[src/rtl/rom_arbiter.sv]
// rom_arbiter: shares one combinational-read instruction ROM between the IF and MEM
// requesters, with MEM priority, an IF starvation guard and registered responses.
`timescale 1ns/1ps
`default_nettype none

module rom_arbiter #(
  parameter int ADDR_W     = 32,
  parameter int ROM_BYTES  = 512,
  parameter int STARVE_MAX = 4
) (
  input  logic              clk,
  input  logic              rst,

  input  logic              if_req,
  input  logic [ADDR_W-1:0] if_addr,
  output logic              if_gnt,
  output logic              if_rvalid,
  output logic [31:0]       if_rdata,
  output logic              if_err,

  input  logic              mem_req,
  input  logic [ADDR_W-1:0] mem_addr,
  output logic              mem_gnt,
  output logic              mem_rvalid,
  output logic [31:0]       mem_rdata,
  output logic              mem_err,

  input  logic              flush,

  output logic              rom_en,
  output logic [ADDR_W-1:0] rom_addr,
  input  logic [31:0]       rom_inst,

  output logic              stall_req
);

  localparam logic [ADDR_W-1:0] MAX_ADDR   = ADDR_W'(ROM_BYTES - 4);
  localparam logic [3:0]        STARVE_LIM = 4'(STARVE_MAX);

  typedef enum logic [0:0] {
    PRI_MEM = 1'b0,
    PRI_IF  = 1'b1
  } state_e;

  state_e      state_q, state_d;
  logic [3:0]  starve_q, starve_d;

  logic        if_rvalid_q, if_rvalid_d;
  logic [31:0] if_rdata_q, if_rdata_d;
  logic        if_err_q, if_err_d;
  logic        mem_rvalid_q, mem_rvalid_d;
  logic [31:0] mem_rdata_q, mem_rdata_d;
  logic        mem_err_q, mem_err_d;

  logic        if_legal, mem_legal;
  logic        if_ill, mem_ill;
  logic        if_lreq, mem_lreq;
  logic        if_rom, mem_rom;

  // Illegal requests bypass arbitration: they are granted at once and never touch the ROM.
  always_comb begin
    if_legal  = (if_addr[1:0] == 2'b00) && (if_addr <= MAX_ADDR);
    mem_legal = (mem_addr[1:0] == 2'b00) && (mem_addr <= MAX_ADDR);
    if_ill    = if_req & ~if_legal;
    mem_ill   = mem_req & ~mem_legal;
    if_lreq   = if_req & if_legal;
    mem_lreq  = mem_req & mem_legal;
  end

  always_comb begin
    if_rom  = 1'b0;
    mem_rom = 1'b0;
    if (if_lreq && mem_lreq) begin
      if (state_q == PRI_IF) begin
        if_rom = 1'b1;
      end else begin
        mem_rom = 1'b1;
      end
    end else begin
      if_rom  = if_lreq;
      mem_rom = mem_lreq;
    end
  end

  always_comb begin
    if_gnt    = if_ill | if_rom;
    mem_gnt   = mem_ill | mem_rom;
    rom_en    = if_rom | mem_rom;
    rom_addr  = '0;
    if (if_rom) begin
      rom_addr = if_addr;
    end else if (mem_rom) begin
      rom_addr = mem_addr;
    end
    stall_req = (if_req & ~if_gnt) | (mem_req & ~mem_gnt);
  end

  // Priority flips as soon as the next counter value hits the limit, so IF wins the
  // cycle right after its STARVE_MAX-th denial.
  always_comb begin
    starve_d = '0;
    if (if_req && !if_gnt) begin
      starve_d = (starve_q >= STARVE_LIM) ? STARVE_LIM : starve_q + 4'd1;
    end

    state_d = state_q;
    case (state_q)
      PRI_MEM: if (starve_d == STARVE_LIM) state_d = PRI_IF;
      PRI_IF:  if (if_gnt || !if_req)      state_d = PRI_MEM;
      default: state_d = PRI_MEM;
    endcase
  end

  // A flushed IF grant produces no pulse and leaves the previous data/err intact.
  always_comb begin
    if_rvalid_d = if_gnt & ~flush;
    if_rdata_d  = if_rdata_q;
    if_err_d    = if_err_q;
    if (if_gnt && !flush) begin
      if_rdata_d = if_ill ? 32'h0 : rom_inst;
      if_err_d   = if_ill;
    end

    mem_rvalid_d = mem_gnt;
    mem_rdata_d  = mem_rdata_q;
    mem_err_d    = mem_err_q;
    if (mem_gnt) begin
      mem_rdata_d = mem_ill ? 32'h0 : rom_inst;
      mem_err_d   = mem_ill;
    end
  end

  always_ff @(posedge clk or negedge rst) begin
    if (!rst) begin
      state_q      <= PRI_MEM;
      starve_q     <= '0;
      if_rvalid_q  <= 1'b0;
      if_rdata_q   <= '0;
      if_err_q     <= 1'b0;
      mem_rvalid_q <= 1'b0;
      mem_rdata_q  <= '0;
      mem_err_q    <= 1'b0;
    end else begin
      state_q      <= state_d;
      starve_q     <= starve_d;
      if_rvalid_q  <= if_rvalid_d;
      if_rdata_q   <= if_rdata_d;
      if_err_q     <= if_err_d;
      mem_rvalid_q <= mem_rvalid_d;
      mem_rdata_q  <= mem_rdata_d;
      mem_err_q    <= mem_err_d;
    end
  end

  assign if_rvalid  = if_rvalid_q;
  assign if_rdata   = if_rdata_q;
  assign if_err     = if_err_q;
  assign mem_rvalid = mem_rvalid_q;
  assign mem_rdata  = mem_rdata_q;
  assign mem_err    = mem_err_q;

endmodule

`default_nettype wire

[config.mk]
export PLATFORM = sky130hd
export DESIGN_NAME = rom_arbiter
export DESIGN_NICKNAME = d
export VERILOG_FILES = /design/src/rtl/rom_arbiter.sv
export SDC_FILE = /design/constraint.sdc
export NUM_CORES = 1
export LEC_CHECK = 0
export ABC_AREA = 1
export CORE_ASPECT_RATIO = 1.25
export CORE_MARGIN = 4
export CORE_UTILIZATION = 39
export DETAILED_ROUTE_END_ITERATION = 12
export GPL_TIMING_DRIVEN = 0
export MAX_ROUTING_LAYER = met4
export PLACE_DENSITY_LB_ADDON = 0.2
export REMOVE_ABC_BUFFERS = 1
export SYNTH_ARGS = -nofsm -noshare
export SYNTH_HDL_FRONTEND = slang
export SYNTH_SLANG_ARGS = --single-unit
[constraint.sdc]
create_clock -name clk -period 1.59 [get_ports clk]
set_input_delay 0.159 -clock clk [delete_from_list [all_inputs] [get_ports clk]]
set_output_delay 0.159 -clock clk [all_outputs]
set_load 0.03 [all_outputs]
==> out/metrics.csv, run 1 <==
metric;value;unit
1st-iter DRT viols;159;
cts bufs inserted;9;
total routed wirelength;12800;um
final antenna-violating net count;0;
clk slew on worst S/H paths;0.06;ns
min-delay worst type;primary input to asynchronous set/reset pin;
GP Congestion;0.853;
slowest stage delay, CP;0.24;ns
status;finished, violations left;
Comb gate area;1730;um^2
clk latency late pin;0.33;ns
Final nets;800;
clk buf depth;2;
CTS Root Cell;clkbuf_16;
Top logic family;simple AND/OR/NAND/NOR gates;
# clock sinks;73;
main flop type;dfrtp_1;
Crit. End Element;output port;
period utilization;112;%
MaxCap Viol Count;0;
relative slew slack;63.5;%
Antenna diodes;0;
buffer and inverter count on the worst path;3;
vias in the first global route;3892;
Adder Share, Synth;0.333;%
num ports;205;
Slew Limit Fails;0;
# DRC;0;
worst r2r path cells;8;
FP Core Util;40.5;%
# H-tree levels;3;
total grt overflow;0;
CTS tree;yes;
# Cells Yosys;491;
fraction of registers with async set/reset;100;%
XOR-XNOR Cells, Area Fraction;0;%
critical path type;primary input to output port;
crit path DAT;1.62;ns
skew final;0.00424;ns
unrepaired setup endpoints after global routing;true;
synthesized instance count;491;
endpoints failing hold;0;
Req. time, crit path;1.43;ns
share of layout cells above drive strength 1;19.6;%
largest net degree at the start of global routing;67;
GRT Overall Usage;22.9;%
AND/OR/NAND/NOR Cells, Area Fraction;36.0;%
distinct cell type count after synthesis;24;
worst setup margin;-0.192;ns
DR vias/cell;4.68;
r2r setup slk;0.03;ns
area leader, netlist;dfrtp_1;
flip-flops with a built-in enable;0;
# setup viols final;8;
Final Util;67.5;%
Critical Path Start Type;primary input;
failing checks;setup timing;
capturing point of the worst reg2reg path;mem_rdata[18]$_DFFE_PN0P_;
row count;39;
power per standard cell area;810;nW/um^2
antenna violations before repair;0;
Worst Tran Pin Value;0.547;ns
Syn Area/Cell;7.64;um^2
Chip Area;11300;um^2
area delta synth->final;66.9;%
slowest CP cell;o21ai_4;
Synth Cell Area;3750;um^2
CP top delay family;simple AND/OR/NAND/NOR gates;
Final Critical Period;1.78;ns
RR Startpoint;state_q$_DFF_PN0_;
Leakage;3.30;nW
DP Worst Slack;-1.82;ns
first-pass GRT wire length;19500;um
ys flops;73;
top cells, area;dfrtp_1 (49%), nand2_1 (16%), nand3_1 (10%);
routed length per placed instance;15.4;um
Layout fillers;784;
detailed placement HPWL;8050;um
Max FO, Critical Path;5;
count leader, synth;nand2_1;
CP Cell Sequence;buf_6, or2_1, nor2_1, nand2_2, nor2_4, nand2_4, o21ai_4, clkbuf_16, nand2_2, nand2_2, buf_6;
Area leader share;48.7;%
Mux cell area share;0;%
Post-synth seq share;48.7;%
routed vias;3867;
IO Port Bufs;179;
CP most frequent cell;nand2_2;
AO/OA Area Share;0.900;%
post-synth area from yosys stat;3750;um^2
fmax;0.561;GHz
most instantiated cells after synthesis;nand2_1 (164), nand3_1 (76), dfrtp_1 (73);
DRT Pass-1 Iters;5;
yosys warning tally;0;
tool warning count;27;
Reg area;1830;um^2
==> run 1: where the power goes <==
group	internal [mW]	total (mW)	switching (mW)	leakage (nW)
clock	1.30	2.05	0.748	0.149
sequential	1.95	2.00	0.0505	0.978
combinational	0.433	1.02	0.589	2.17
==> run 1: layout make-up <==
cell class                      count  area share [%]
Timing Repair Buffer              214            32.6
Sequential cell                    73            29.2
Multi-Input combinational cell    350            27.6
Clock buffer                       12            4.10
Inverter                           49            3.06
Tap cell                          123            2.46
Clock inverter                      4           0.819
Timing Repair inverter              1           0.120
==> run 1: state kept, by name, summed over array words and instances (netlist names) <==
name / count
mem_rvalid: 1
state_q: 1
mem_err: 1
starve_q: 4
if_rvalid: 1
if_rdata: 32
if_err: 1
mem_rdata: 32
==> run 1: kinds of logic after synthesis <==
kind of cell	after synthesis
and+or+nand+nor	316
buffers and inverters	96
DFF	73
AOI/OAI and AO/OA	4
adders and majority gates	1
other	1
==> run 1: layer usage <==
metal | GRT usage [%] | wire length, um | share of wire [%] | vias up
met5 | - | 0 | 0 | -
met1 | 25.7 | 4660 | 36 | 1819
met4 | 6.67 | 219 | 1.7 | 0
met3 | 5.24 | 878 | 6.9 | 15
met2 | 40.0 | 7000 | 55 | 161
li1 | - | - | - | 1872
==> run 1: what timing repair did <==
action                                  CTS  global route
endpoints found under the hold margin    73             0
endpoints found under the setup margin   79            71
pin swaps                                37            32
setup buffers                            20             9
gates resized                           210            59
hold buffers                              1             0
cloned                                    5             2
==> run 1: metrics by stage <==
step / instance area, um^2 / power (mW) / hold WS [ns] / cells / TNS [ns]
after floorplan: 3510 / 2.47 / -0.137 / 469 / -14.11
final: 6260 / 5.07 / 0.195 / 826 / -1.30
after CTS: 6130 / 5.09 / 0.192 / 815 / -1.25
after global routing: 6260 / 5.30 / 0.198 / 826 / -2.65
after detailed placement: 5550 / 3.04 / -0.00489 / 774 / -82.99
after global placement: 5450 / 3.01 / 0.452 / 771 / -246.22
==> run 1: worst max-delay path by stage <==
stage	start	to	slack [ns]	depth (start not counted)
final	mem_addr[24]	rom_addr[4]	-0.19	11
after global routing	mem_addr[24]	rom_addr[7]	-0.27	11
after detailed placement	if_addr[19]	mem_gnt	-1.82	8
after floorplan	mem_addr[26]	rom_addr[2]	-0.52	8
after CTS	mem_addr[26]	rom_addr[7]	-0.17	11
after global placement	rst	if_rdata[28]$_DFFE_PN0P_	-2.13	1
==> run 1: placed cells by master (no fill, tap or decap), types with 4 or more instances in the layout <==
master,synthesis,final
nand2_1,164,146
nand2_2,4,13
nor2_1,63,59
clkbuf_2,0,13
clkdlybuf4s50_1,0,115
clkbuf_16,0,12
nand2_8,0,4
inv_1,48,46
buf_2,7,20
nand2_4,2,8
nand3_1,76,75
clkdlybuf4s15_1,0,16
buf_6,8,14
buf_4,25,25
dfrtp_1,73,73
conb_1,1,26
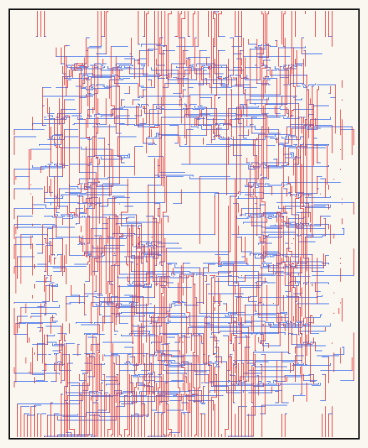
Figure 1: run 1, wiring by layer.
Only two layers are drawn.
| color | layer | wire length |
|---|---|---|
| blue | met1 | 4660 um |
| red | met2 | 7000 um |

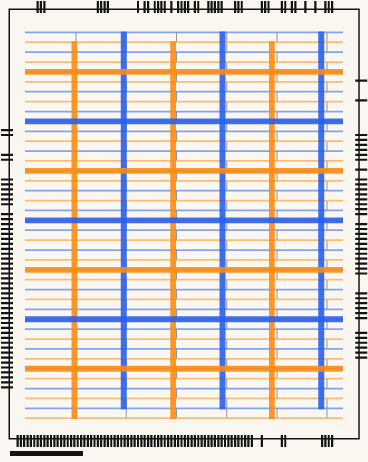
Figure 2: run 1, power grid.
Bar = 20 um. Pins as bars on the die edge. Tap cells in gray.
| color | net |
|---|---|
| orange | VSS |
| blue | VDD |
met1 rails: 40
met4 straps: 6
core area: 9270 um^2
Die Span X: 95.7 um
maximum VDD drop: 0.526 mV
Die Ht: 118 um

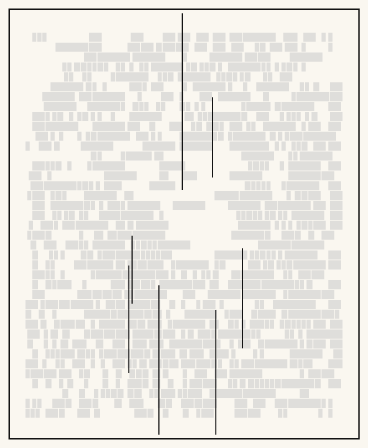
Figure 3: run 1, M4 wires.
Cells faint in the background.
wire length on this layer: 220 um
longest straight run: 48.3 um

==> inputs of run 2 (changes only) <==
--- a/config.mk
+++ b/config.mk
@@ -6,11 +6,11 @@
 export NUM_CORES = 1
 export LEC_CHECK = 0
 export ABC_AREA = 1
+export CAP_MARGIN = 20
 export CORE_ASPECT_RATIO = 1.25
 export CORE_MARGIN = 4
 export CORE_UTILIZATION = 39
 export DETAILED_ROUTE_END_ITERATION = 12
-export GPL_TIMING_DRIVEN = 0
 export MAX_ROUTING_LAYER = met4
 export PLACE_DENSITY_LB_ADDON = 0.2
 export REMOVE_ABC_BUFFERS = 1
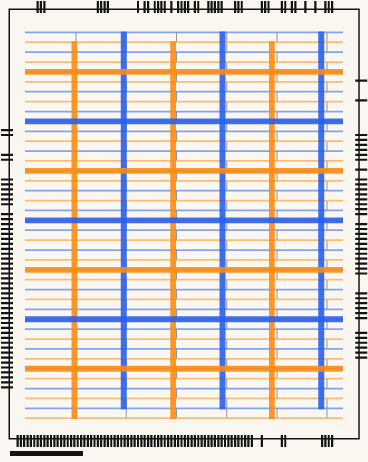
Figure 4: run 2, power grid.
Bar = 20 um. Pins as bars on the die edge. Tap cells in gray.
| color | net |
|---|---|
| orange | VSS |
| blue | VDD |
signal pins: 205
met5 straps: 7

==> run 2 against run 1 <==
  * The flow now finishes without violations
  * Sequential power about the same
  * Maximum frequency up 12%
  * Sequential share of layout area rose by 1.1 points
  * Power fell by 6.8%
  * Cell count down 1.1%
  * Clock power fell by 17%
  * Routed wire length fell by 14%
  * Via count decreased by 3.1%
  * Clock-buffer cell count down 2
  * Critical endpoint is now rom_addr[3]
==> out/metrics.csv, run 2 <==
metric;value;unit;change
status;finished clean;;
WHS;0.232;ns;+0.0371 ns
AO/OA Area Share;0.900;%;unchanged
top cells, area;dfrtp_1 (49%), nand2_1 (16%), nand3_1 (10%);;
core area;9270;um^2;unchanged
# clock sinks;73;;unchanged
DP Area;5730;um^2;+3.2%
Setup TNS Final;0;ns;+1.30 ns
CTS Root Cell;clkbuf_16;;
Chip Area;11300;um^2;unchanged
Mux cell area share;0;%;unchanged
Synth Cell Area;3750;um^2;unchanged
synthesized instance count;491;;unchanged
worst setup margin;0.00273;ns;+0.195 ns
post-synth area from yosys stat;3750;um^2;unchanged
cts bufs inserted;9;;unchanged
Adder Share, Synth;0.333;%;unchanged
distinct cell type count after synthesis;24;;unchanged
Cell Int Power;3.42;mW;-7.1%
total grt overflow;0;;unchanged
FP Core Util;40.5;%;unchanged
routed vias;3747;;-3.1%
combinational group share of total power;21.4;%;+1.2 points
IO Port Bufs;179;;unchanged
Final Cell Area;6030;um^2;-3.8%
critical path type;primary input to output port;;
Crit. End Element;output port;;
Final Critical Period;1.59;ns;-0.195 ns
CTS tree;yes;;
area leader, netlist;dfrtp_1;;
main flop type;dfrtp_1;;
overall power;4.72;mW;-6.8%
Area leader share;48.7;%;unchanged
crit path DAT;1.43;ns;-0.19 ns
Antenna diodes;0;;unchanged
# Cells Yosys;491;;unchanged
clk slew on worst S/H paths;0.05;ns;about the same
Post-synth seq share;48.7;%;unchanged
clk latency late pin;0.32;ns;about the same
AND/OR/NAND/NOR Cells, Area Fraction;36.0;%;unchanged
switching power total;1.30;mW;-6.0%
detailed placement HPWL;8590;um;+6.8%
flip-flops with a built-in enable;0;;unchanged
Top logic family;simple AND/OR/NAND/NOR gates;;
routed length per placed instance;13.5;um;-13%
Critical Path Start Type;primary input;;
DRT Pass-1 Iters;4;;-1
clk buf depth;2;;unchanged
Layout fillers;853;;+8.8%
Sw Ratio;27.6;%;+0.25 points
Reg area;1830;um^2;unchanged
power per standard cell area;784;nW/um^2;-3.2%
final antenna-violating net count;0;;unchanged
# H-tree levels;3;;unchanged
Final nets;793;;-0.88%
row count;39;;unchanged
total routed wirelength;11000;um;-14%
fraction of registers with async set/reset;100;%;unchanged
first-pass GRT wire length;17600;um;-9.8%
num ports;205;;unchanged
DP Worst Slack;-0.439;ns;+1.38 ns
Syn Area/Cell;7.64;um^2;unchanged
largest net degree at the start of global routing;39;;-42%
DR vias/cell;4.59;;-2.0%
# setup viols final;0;;-8
share of layout cells above drive strength 1;16.9;%;-2.8 points
fmax;0.630;GHz;+12%
ys flops;73;;unchanged
MaxCap Viol Count;0;;unchanged
Slew Limit Fails;0;;unchanged
XOR-XNOR Cells, Area Fraction;0;%;unchanged
area delta synth->final;60.6;%;
yosys warning tally;0;;unchanged
skew final;0.00427;ns;+0.0000277 ns
min-delay worst type;primary input to asynchronous set/reset pin;;
Die Ht;118;um;unchanged
Leakage;3.17;nW;-3.9%
Req. time, crit path;1.43;ns;about the same
period utilization;99.8;%;-12 points
1st-iter DRT viols;109;;-31%
GRT Overall Usage;20.2;%;-2.7 points
Max FO, Critical Path;7;;+2
unrepaired setup endpoints after global routing;true;;
Clk network pwr share;36.2;%;-4.2 points
Comb gate area;1600;um^2;-7.5%
tool warning count;27;;unchanged
count leader, synth;nand2_1;;
endpoints failing hold;0;;unchanged
Die Span X;95.7;um;unchanged
# DRC;0;;unchanged
vias in the first global route;3608;;-7.3%
antenna violations before repair;0;;unchanged
Top cells excl fill/tap;nand2_1 (155), clkdlybuf4s50_1 (116), dfrtp_1 (73);;
register share of total power;42.4;%;+2.9 points
GP Congestion;0.822;;-3.6%
most instantiated cells after synthesis;nand2_1 (164), nand3_1 (76), dfrtp_1 (73);;
dominant logic cell type in the layout;nand2_1;;
maximum VDD drop;0.464;mV;-12%
run 2: cell counts after synthesis:
No cell type changed its count.
run 2: layout make-up:
| class | instances | share of cell area [%] |
|---|---|---|
| well taps | 123 | 2.55 |
| clock inverters | 4 | 0.374 |
| multi-input cells | 347 | 26.6 |
| inverters | 49 | 3.05 |
| repair buffers | 211 | 33.3 |
| clock buffers | 10 | 3.80 |
| flip-flops and latches | 73 | 30.3 |
run 2: what timing repair did:
item | CTS | global route
setup buffers | 3 | 3
endpoints found under the setup margin | 76 | 15
endpoints found under the hold margin | 51 | 0
hold buffers | 1 | 0
pin swaps | 61 | 22
resized | 138 | 20
run 2: worst paths after layout:
check / from / endpoint / slack (ns) / cells past startpoint
hold reg to reg: if_rdata[27]$_DFFE_PN0P_ / if_rdata[27]$_DFFE_PN0P_ / 0.47 / 2
setup / recovery: if_addr[14] / rom_addr[3] / 0.003 / 10
setup reg to reg: state_q$_DFF_PN0_ / mem_rdata[23]$_DFFE_PN0P_ / 0.23 / 8
min in group clk: if_req / state_q$_DFF_PN0_ / 0.37 / 5
max in group asynchronous: rst / mem_rdata[4]$_DFFE_PN0P_ / 0.82 / 3
hold / removal: rst / mem_rdata[6]$_DFFE_PN0P_ / 0.23 / 2
run 2: critical path, cell delays in order:
cell and delay, ns:
dlygate4sd2_1 0.23, nor2_1 0.10, nand3_1 0.09, nor2_2 0.17, nand2_2 0.12, nor2_8 0.13
buf_6 0.15, nand3_2 0.09, nand2_2 0.07, buf_6 0.12
run 2: power by group through the flow:
| stage | Combinational (mW) | Clock [mW] | Sequential (mW) |
|---|---|---|---|
| 5_1_grt | 1.09 | 1.85 | 2.01 |
| 6_report | 1.01 | 1.71 | 2.00 |
| 3_3_place_gp | 1.05 | 0 | 2.03 |
| 2_1_floorplan | 0.259 | 0 | 2.21 |
| 4_1_cts | 1.02 | 1.76 | 2.00 |
| 3_5_place_dp | 1.06 | 0 | 2.03 |
run 2: cells by family (layout without fill, tap and decap cells):
logic type / count (synthesis) / after routing
AND-OR/OR-AND: 4 / 4
adder cells (fa/ha/maj): 1 / 1
buffers and inverters: 96 / 274
flip-flops: 73 / 73
other: 1 / 26
AND/OR/NAND/NOR: 316 / 316
run 2: per-layer routing:
layer  part of all wire, %  vias up  GRT usage [%]  wire length (um)
li1                      -     1854              -                 -
met2                    53      127           34.2              5840
met3                   6.2       22           3.45               679
met5                     0        -              -                 0
met4                   2.5        0           8.27               278
met1                    38     1744           23.2              4220
run 2: through the flow:
stage / util [%] / std cells
global placement: 61.8 / 796
CTS: 64.6 / 814
finish: 65.0 / 817
detailed placement: 61.8 / 796
floorplan: - / 469
global route: 65.0 / 817
==> inputs of run 3 (changes only) <==
--- a/config.mk
+++ b/config.mk
@@ -6,7 +6,6 @@
 export NUM_CORES = 1
 export LEC_CHECK = 0
 export ABC_AREA = 1
-export CAP_MARGIN = 20
 export CORE_ASPECT_RATIO = 1.25
 export CORE_MARGIN = 4
 export CORE_UTILIZATION = 39
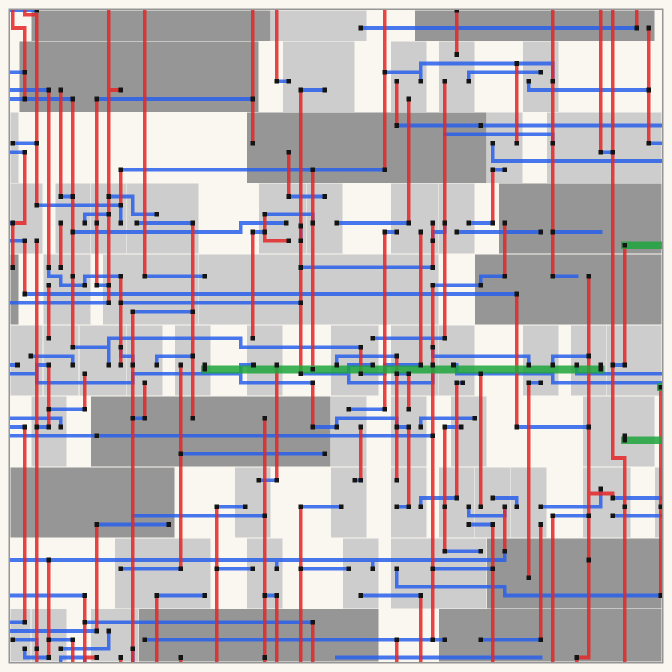
Figure 5: run 3, zoomed window.
Window x 59 to 84, y 17 to 42 um. Cells in gray, sequential cells in the stronger gray; small squares are vias.
| color | layer |
|---|---|
| blue | met1 |
| red | met2 |
| green | met3 |
sequential cells in the window: 9
cells with their middle in the window: 56
netlist names of flops here include: if_rdata (5), mem_rdata (3)
most frequent: nand2_1 (19), dfrtp_1 (9), nand3_1 (8)

==> run 3 against run 2 <==
  * Final area is the same
  * Global-route usage unchanged
  * Clock-buffer cell count is the same
  * Clock power hardly changed
  * Register-to-register slack hardly changed
  * First-iteration DRC count stayed put
  * Clock skew unchanged
  * Non-clock buffer count unchanged
  * Worst setup slack unchanged
  * Via count stayed put
  * Synthesized cell count unchanged
==> out/metrics.csv, run 3 <==
metric;value;unit;change
grt peak-use layer;met2;;
Top cells excl fill/tap;nand2_1 (155), clkdlybuf4s50_1 (116), dfrtp_1 (73);;
Max FO, Critical Path;7;;unchanged
Slew Limit Fails;0;;unchanged
power per standard cell area;784;nW/um^2;unchanged
flip-flops with a built-in enable;0;;unchanged
CTS Root Cell;clkbuf_16;;
distinct cell type count after synthesis;24;;unchanged
Setup TNS Final;0;ns;unchanged
first-pass GRT wire length;17600;um;unchanged
cts bufs inserted;9;;unchanged
Final Util;65.0;%;unchanged
main flop type;dfrtp_1;;
# H-tree levels;3;;unchanged
top cells, area;dfrtp_1 (49%), nand2_1 (16%), nand3_1 (10%);;
routed vias;3747;;unchanged
skew final;0.00427;ns;unchanged
fraction of registers with async set/reset;100;%;unchanged
period utilization;99.8;%;unchanged
Post-synth seq share;48.7;%;unchanged
GR Util met2;34.2;%;unchanged
dominant logic cell type in the layout;nand2_1;;
dpl cells;796;;unchanged
1st-iter DRT viols;109;;unchanged
total routed wirelength;11000;um;unchanged
crit path DAT;1.43;ns;about the same
Syn Area/Cell;7.64;um^2;unchanged
# clock sinks;73;;unchanged
status;finished clean;;
most instantiated cells after synthesis;nand2_1 (164), nand3_1 (76), dfrtp_1 (73);;
routed length per placed instance;13.5;um;unchanged
area delta synth->final;60.6;%;unchanged
tool warning count;27;;unchanged
r2r setup slk;0.23;ns;about the same
GP Congestion;0.822;;unchanged
IO Port Bufs;179;;unchanged
Cell Int Power;3.42;mW;unchanged
final antenna-violating net count;0;;unchanged
Req. time, crit path;1.43;ns;about the same
# DRC;0;;unchanged
Leakage;3.17;nW;unchanged
CTS tree;yes;;
count leader, synth;nand2_1;;
vias in the first global route;3608;;unchanged
FP Core Util;40.5;%;unchanged
row count;39;;unchanged
met1 Use GR;23.2;%;unchanged
detailed placement HPWL;8590;um;unchanged
DR vias/cell;4.59;;unchanged
num ports;205;;unchanged
share of layout cells above drive strength 1;16.9;%;unchanged
area leader, netlist;dfrtp_1;;
worst r2r path cells;8;;unchanged
register share of total power;42.4;%;about the same
Sw Ratio;27.6;%;unchanged
total grt overflow;0;;unchanged
Final Critical Period;1.59;ns;unchanged
yosys warning tally;0;;unchanged
largest net degree at the start of global routing;39;;unchanged
clk slew on worst S/H paths;0.05;ns;about the same
core area;9270;um^2;unchanged
synthesized instance count;491;;unchanged
clk buf depth;2;;unchanged
Final nets;793;;unchanged
RR Startpoint;state_q$_DFF_PN0_;;
Clk network pwr share;36.2;%;about the same
antenna violations before repair;0;;unchanged
switching power total;1.30;mW;unchanged
clk latency late pin;0.32;ns;about the same
critical path type;primary input to output port;;
Die Ht;118;um;unchanged
fmax;0.630;GHz;unchanged
ys flops;73;;unchanged
Crit. End Element;output port;;
met3 usage in global routing;3.45;%;unchanged
GRT Overall Usage;20.2;%;unchanged
DP Worst Slack;-0.439;ns;unchanged
worst setup margin;0.00273;ns;unchanged
MaxCap Viol Count;0;;unchanged
Layout Cells excl Fill;817;;unchanged
Synth Cell Area;3750;um^2;unchanged
combinational group share of total power;21.4;%;about the same
DRT Pass-1 Iters;4;;unchanged
endpoints failing hold;0;;unchanged
# setup viols final;0;;unchanged
DP Area;5730;um^2;unchanged
post-synth area from yosys stat;3750;um^2;unchanged
unrepaired setup endpoints after global routing;true;;
Antenna diodes;0;;unchanged
min-delay worst type;primary input to asynchronous set/reset pin;;
Area leader share;48.7;%;unchanged
maximum VDD drop;0.464;mV;unchanged
capturing point of the worst reg2reg path;mem_rdata[23]$_DFFE_PN0P_;;
Chip Area;11300;um^2;unchanged
Critical Path Start Type;primary input;;
# Cells Yosys;491;;unchanged
Die Span X;95.7;um;unchanged
Final Cell Area;6030;um^2;unchanged
==> run 3: critical path, stage by stage <==
cell and delay (ns):
dlygate4sd2_1 0.23, nor2_1 0.10, nand3_1 0.09, nor2_2 0.17
nand2_2 0.12, nor2_8 0.13, buf_6 0.15, nand3_2 0.09
nand2_2 0.07, buf_6 0.12
==> run 3: through the flow <==
stage	power (mW)	hold WS, ns
floorplan	2.47	-0.137
global placement	3.08	0.0245
detailed placement	3.09	0.0246
CTS	4.79	0.231
global route	4.95	0.236
finish	4.72	0.232
==> run 3: power groups by stage <==
stage	combinational, mW	sequential (mW)	clock (mW)
2_1_floorplan	0.259	2.21	0
3_3_place_gp	1.05	2.03	0
3_5_place_dp	1.06	2.03	0
4_1_cts	1.02	2.00	1.76
5_1_grt	1.09	2.01	1.85
6_report	1.01	2.00	1.71
==> run 3: kinds of logic (layout without fill, tap and decap cells) <==
family | after synthesis | count (layout) | share of synthesized area (%)
flip-flops | 73 | 73 | 48.7
other | 1 | 26 | 0.0999
AND-OR/OR-AND | 4 | 4 | 0.900
AND/OR/NAND/NOR | 316 | 316 | 36.0
adder cells (fa/ha/maj) | 1 | 1 | 0.333
buffers and inverters | 96 | 274 | 13.9
==> run 3: how the worst max path moves through the flow <==
stage	startpoint	slack (ns)	depth (start not counted)	end
2_1_floorplan	mem_addr[26]	-0.52	8	rom_addr[2]
4_1_cts	mem_addr[24]	-0.002	10	rom_addr[7]
6_report	if_addr[14]	0.003	10	rom_addr[3]
3_3_place_gp	mem_addr[26]	-0.41	10	mem_rdata[19]$_DFFE_PN0P_
5_1_grt	mem_addr[14]	-0.12	11	rom_addr[5]
3_5_place_dp	mem_addr[26]	-0.44	10	mem_rdata[8]$_DFFE_PN0P_
==> run 3: what timing repair did <==
| item | CTS | global route |
|---|---|---|
| resized | 138 | 20 |
| pin swaps | 61 | 22 |
| hold buffers | 1 | 0 |
| setup endpoints to repair | 76 | 15 |
| endpoints found under the hold margin | 51 | 0 |
| setup buffers | 3 | 3 |
| cloned | 0 | 0 |
==> run 3: cell type report <==
type                    count  area [um^2]
well taps                 123          154
repair buffers            211         2010
multi-input cells         347         1600
clock buffers              10          229
fillers                   853         3250
flip-flops and latches     73         1830
clock inverters             4         22.5
inverters                  49          184
==> run 3: metal layers <==
layer	share of wire, %	vias up
met5	0	-
met1	38	1744
met3	6.2	22
met2	53	127
li1	-	1854
met4	2.5	0
No activity file was given, so power comes from the tool's default toggle rates.
